### src/rtl/cpu_ppu_bridge.sv
// Master-clock divider producing CPU/PPU enable strobes, a PPU phase counter,
// and a 2-entry FIFO that carries CPU register writes into the PPU timing grid.
module cpu_ppu_bridge #(
    parameter int CPU_DIV = 12,
    parameter int PPU_DIV = 4
) (
    input  logic       clk_in,
    input  logic       rst_n,
    input  logic       run,
    output logic       cpu_ce,
    output logic       ppu_ce,
    output logic [1:0] ppu_phase,
    input  logic       cpu_wr_valid,
    input  logic [2:0] cpu_wr_addr,
    input  logic [7:0] cpu_wr_data,
    output logic       cpu_wr_ready,
    output logic       ppu_wr_valid,
    output logic [2:0] ppu_wr_addr,
    output logic [7:0] ppu_wr_data,
    input  logic       ppu_wr_ack,
    output logic       overflow
);
    localparam int CW = (CPU_DIV > 1) ? $clog2(CPU_DIV) : 1;
    localparam int PW = (PPU_DIV > 1) ? $clog2(PPU_DIV) : 1;
    localparam logic [CW-1:0] CPU_MAX = CW'(CPU_DIV - 1);
    localparam logic [PW-1:0] PPU_MAX = PW'(PPU_DIV - 1);

    logic [CW-1:0] cpu_cnt;
    logic [PW-1:0] ppu_cnt;
    logic [10:0]   mem [2];
    logic          head;
    logic          tail;
    logic [1:0]    count;
    logic          push;
    logic          pop;
    logic          drop;

    // Strobes decode registered counters but are gated by run directly, so
    // freezing in a strobe cycle suppresses that strobe immediately.
    assign cpu_ce = run && (cpu_cnt == CPU_MAX);
    assign ppu_ce = run && (ppu_cnt == PPU_MAX);

    assign cpu_wr_ready = (count != 2'd2);
    assign ppu_wr_valid = (count != 2'd0);
    assign ppu_wr_addr  = mem[head][10:8];
    assign ppu_wr_data  = mem[head][7:0];

    assign push = cpu_ce && cpu_wr_valid && cpu_wr_ready;
    assign drop = cpu_ce && cpu_wr_valid && !cpu_wr_ready;
    assign pop  = ppu_ce && ppu_wr_valid && ppu_wr_ack;

    // NOTE: sequential state uses non-blocking assignments so every register
    // samples the pre-edge values of the others, independent of statement order.
    always_ff @(posedge clk_in or negedge rst_n) begin
        if (!rst_n) begin
            cpu_cnt   <= '0;
            ppu_cnt   <= '0;
            ppu_phase <= 2'd0;
        end else if (run) begin
            cpu_cnt <= (cpu_cnt == CPU_MAX) ? '0 : cpu_cnt + CW'(1);
            ppu_cnt <= (ppu_cnt == PPU_MAX) ? '0 : ppu_cnt + PW'(1);
            if (cpu_ce) begin
                ppu_phase <= 2'd0;
            end else if (ppu_ce) begin
                ppu_phase <= ppu_phase + 2'd1;
            end
        end
    end

    // NOTE: the storage is reset as well, so the head outputs read as zero
    // after reset instead of exposing stale data.
    always_ff @(posedge clk_in or negedge rst_n) begin
        if (!rst_n) begin
            for (int i = 0; i < 2; i++) begin
                mem[i] <= '0;
            end
            head     <= 1'b0;
            tail     <= 1'b0;
            count    <= 2'd0;
            overflow <= 1'b0;
        end else begin
            if (push) begin
                mem[tail] <= {cpu_wr_addr, cpu_wr_data};
                tail      <= ~tail;
            end
            if (pop) begin
                head <= ~head;
            end
            case ({push, pop})
                2'b10:   count <= count + 2'd1;
                2'b01:   count <= count - 2'd1;
                default: count <= count;
            endcase
            if (drop) begin
                overflow <= 1'b1;
            end
        end
    end
endmodule

### config.mk
export PLATFORM = sky130hd
export DESIGN_NAME = cpu_ppu_bridge
export DESIGN_NICKNAME = d
export VERILOG_FILES = /design/src/rtl/cpu_ppu_bridge.sv
export SDC_FILE = /design/constraint.sdc
export NUM_CORES = 1
export LEC_CHECK = 0
export CORE_MARGIN = 10
export CORE_UTILIZATION = 32
export CTS_BUF_LIST = sky130_fd_sc_hd__clkbuf_8
export DETAILED_ROUTE_END_ITERATION = 8
export MAX_ROUTING_LAYER = met4
export SLEW_MARGIN = 0
export SYNTH_ARGS = -nofsm -noshare
export SYNTH_HDL_FRONTEND = slang
export SYNTH_SLANG_ARGS = --single-unit
### constraint.sdc
create_clock -name clk_in -period 1.7 [get_ports clk_in]
set_input_delay 0.17 -clock clk_in [delete_from_list [all_inputs] [get_ports clk_in]]
set_output_delay 0.17 -clock clk_in [all_outputs]
set_load 0.01 [all_outputs]
==> out/notes.md <==
The analysis attributes to net switching a power of 1090 uW. The power density normalized to cell area came out at 1460 nW/um2. Setup repair after global routing could not meet its margin everywhere. The run gives 8430 um2 for the chip footprint. After global routing, the most crowded layer is met2. The detailed router finished its first iteration with 20 violations. The fraction of synthesis flops using an asynchronous set or reset pin works out to 100%. The first global-routing pass estimated 6330 um of wire. The startpoint identified for the worst register-to-register timing path is cpu_cnt[1]$_DFFE_PN0P_. The largest area contributor in the synthesized netlist is dfrtp_1. The last timing report of the flow puts the setup violation total at 0. For the via count of the first global-routing pass, the log shows 1279. Input and output buffers added on the ports amount to 33.

Dominant register cell: dfrtp_1. For reference, the final report shows the max-slew violation count at 0. The worst setup path is launched from a flip-flop. Hold repair after CTS inserted 0 buffers. Entering global routing, the biggest net connects 36 pins. For the pin with the worst max-slew slack, the measured transition is 0.442 ns.

According to the hold report, the worst path is of the input pin to asynchronous set/reset pin type. The cell-internal power was 2400 uW; the yosys synthesis warning count was 0. The final-report hold violation count was 0. On the worst path, the slowest cell contributes a delay of 0.35 ns.

The post-layout instance area came out at 2390 um2. The number of fill cells in the layout is 459. The dominant cell by count in the synthesized netlist was dfrtp_1. The share of total power dissipated in combinational logic is 45.0%.

TritonCTS built the clock tree. Yosys attributes the largest share of cell area to dfrtp_1 53%, mux2_2 18%, mux2_4 9.1%, xnor2_1 2.7%, ha_1 2.3%. The summed instance area of the synthesized netlist came out at 1650 um2. The run gives 0 for the number of maximum-capacitance constraint violations. For the worst flop-to-flop path, the logic depth is 5.

The run gives 0 for the number of diodes. The synthesis-to-layout area growth is 44.8%. The arrival time of the worst setup path was 1.46 ns; the worst max-slew margin expressed relative to the limit was 70.5%. For reference, the critical path cell chain is buf_4, buf_12, mux2_2, clkdlybuf4s15_1. The run gives 4.41 for the average vias per placed instance. The width of the die was 91.8 um; the share of the synthesized area in the top cell type was 53.0%. The clock skew is 0.00301 ns.

The flow ran to the end, and the final reports show no timing, DRC or antenna violations. In the final design database the tool counted 192 nets. In the final layout, the share of cells above drive strength 1 is 48.3%. For this run, the chip area from Yosys synthesis comes to 1650 um2. The worst VDD IR drop from the latest analysis is 0.823 mV. The share of the Yosys chip area taken by registers is 53.0%. In this run, synthesis inferred 0 flip-flops with an integrated enable. The tools report the number of levels the H-tree was split into as 2. The root buffer cell chosen for the clock tree is clkbuf_8.

The script extracted a total leakage power of 0.00114 uW. With the count of warning messages emitted by the tools at 27, the post-synthesis instance total is 113. STA classifies the critical path endpoint as an output pin.

In this run, synthesis produced a sequential element count of 35. Per the gpl log, the routability congestion estimate is 0.780. According to the floorplan report, the die height is 91.8 um. The proportion of power drawn by the clock network is 16.2%, and the cell count listed in synth_stat.txt is 113.

For the worst-skew pair, the clock arrives at the later sink with an insertion delay of 0.28 ns. The registers of the reported paths see a clock transition of 0.07 ns. The final critical path takes up 96.1% of the cycle.

The tools report the total iterations of the first detailed-routing run as 2. The critical path maximum fanout is 9. Counting every net in the synthesized netlist gives 132. The slowest cell on the critical path is dfrtp_1. In this run the cell area measured after placement is 2170 um2. The critical path endpoint has a required time of 1.53 ns. For this design the top-level I/O count stands at 34.
## through the flow
stage                     cells  power [uW]  hold WS [ns]  setup slack [ns]
after floorplan             113        2120        -0.126            0.0501
after global placement      227        2750         0.457            -0.134
after detailed placement    227        2810         0.458            -0.227
after CTS                   241        3440         0.313          0.000650
after global routing        244        3740         0.345           -0.0125
final                       244        3490         0.302            0.0659
## power groups by stage
stage                     Clock (uW)  Sequential [uW]  Combinational (uW)
after floorplan                    0             1330                 790
after global placement             0             1350                1400
after detailed placement           0             1380                1430
after CTS                        589             1360                1490
after global routing             630             1400                1720
final                            567             1350                1570
## placed cells by master, fill, tap and decap left out, types with 2 or more instances in the layout
cell             synthesis  layout
buf_12                   0       2
buf_4                    1      22
clkbuf_8                 0       5
clkdlybuf4s15_1          0       9
clkdlybuf4s50_1          0      18
dfrtp_1                 35      35
dlygate4sd2_1            0       3
dlymetal6s2s_1           0       2
ha_4                     0       2
inv_1                    2       3
mux2_2                  27      26
mux2_4                  10      11
nand2_1                  4       4
nor2_1                   6       5
o21ai_0                  2       2
xnor2_1                  5       4
xor2_1                   3       3
## cell families after synthesis
logic type      share of synthesized area, %
simple gates                            8.79
xor+xnor                                4.24
mux                                     27.5
fa+ha+maj                               2.27
buf+inv                                 2.58
compound gates                          1.59
flops                                   53.0
## registers in the layout, indices dropped and copies added, names as in the netlist
name       count
ppu_cnt        2
cpu_cnt        4
tail           1
overflow       1
head           1
mem           22
count          2
ppu_phase      2
## layer usage
metal	wire length (um)	part of all wire, %
met4	43	1.2
met5	0	0
met2	1810	49
met1	1660	45
met3	203	5.5
## worst reg2reg max path, delay by kind of cell (launching register included)
family	cells	cell delay (ns)
fa+ha+maj	1	0.18
buf+inv	1	0.20
flops	1	0.40
mux	1	0.31
simple gates	2	0.43
## timing repair
action	CTS	global route
resized	17	22
pin swaps	3	2
setup endpoints to repair	17	23
buffers inserted	6	3
hold endpoints to repair	0	0
## worst max path at each step
| stage | start | to | slack [ns] | cells after the start |
|---|---|---|---|---|
| after floorplan | ppu_cnt[0]$_DFFE_PN0P_ | count[1]$_DFFE_PN0P_ | 0.05 | 6 |
| after global placement | run | count[1]$_DFFE_PN0P_ | -0.13 | 7 |
| after detailed placement | run | count[1]$_DFFE_PN0P_ | -0.23 | 7 |
| after CTS | head$_DFFE_PN0P_ | ppu_wr_data[7] | 0.0007 | 4 |
| after global routing | cpu_cnt[1]$_DFFE_PN0P_ | mem[18]$_DFFE_PN0P_ | -0.01 | 5 |
| final | head$_DFFE_PN0P_ | ppu_wr_data[7] | 0.07 | 4 |
## cell type report
class	count	area, um2	share of cell area (%)
Clock buffer	5	68.8	2.88
Clock inverter	3	12.5	0.523
Inverter	2	7.51	0.314
Multi-Input combinational cell	72	808	33.8
Sequential cell	35	876	36.6
Tap cell	70	87.6	3.66
Timing Repair Buffer	57	532	22.2
Figure 1. Routed metal, one colour a layer.
Scale: 6 px per um. Two of the layers only.
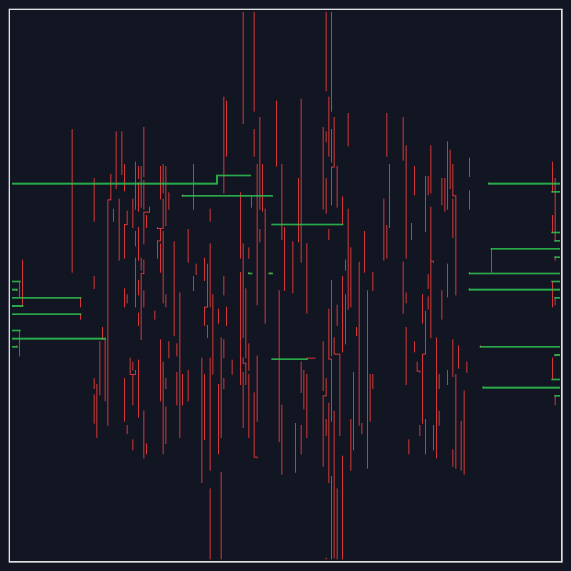
green -> metal 3  # wire length 204 um
red -> metal 2  # wire length 1810 um
DRT Wirelength: 3720 um
gr usage total: 9.56%
routed wirelength normalized by instance count: 15.2 um
overall via count from detail_route: 1075

Figure 2. Routing congestion.
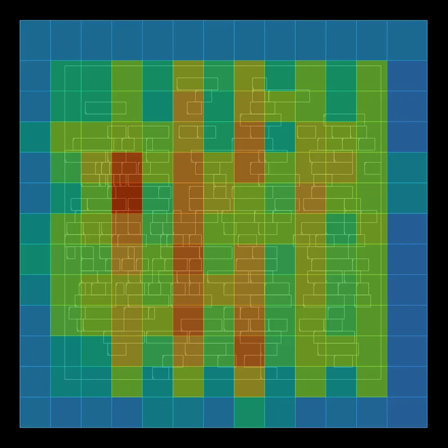
met2 track demand over resource: 15.2%
utilization after layout: 47.4%
met3 usage: 3.34%
GR Layer Usage met1: 11.2%

Figure 3. Local utilization.
Scale: 3 px per um. The die is cut into 9 by 9 equal tiles; white is low, dark blue is high, 0 to 100% covered.
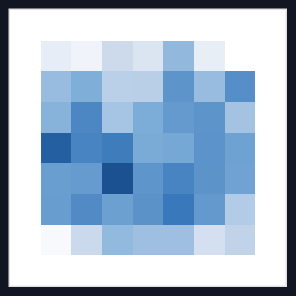
densest ninth of the die = middle
fullest tile = 87%
tiles over 75% full = 2.5%
mean over tiles = 27%
Core Util at FP: 32.8%
CORE AREA: 5040 um2

Figure 4. Floorplan with the power grid.
Scale: 4 px per um. Pins as bars on the die edge.
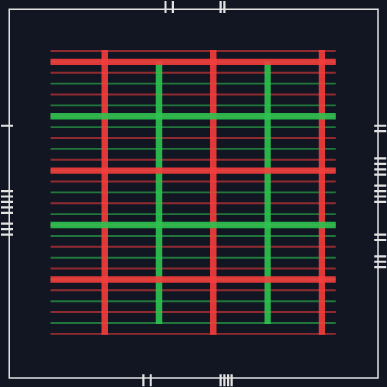
red -> VSS
green -> VDD
met1 rails = 27
rows = 26
signal pins = 34
met5 straps = 5

No activity file was given, so power comes from the tool's default toggle rates.
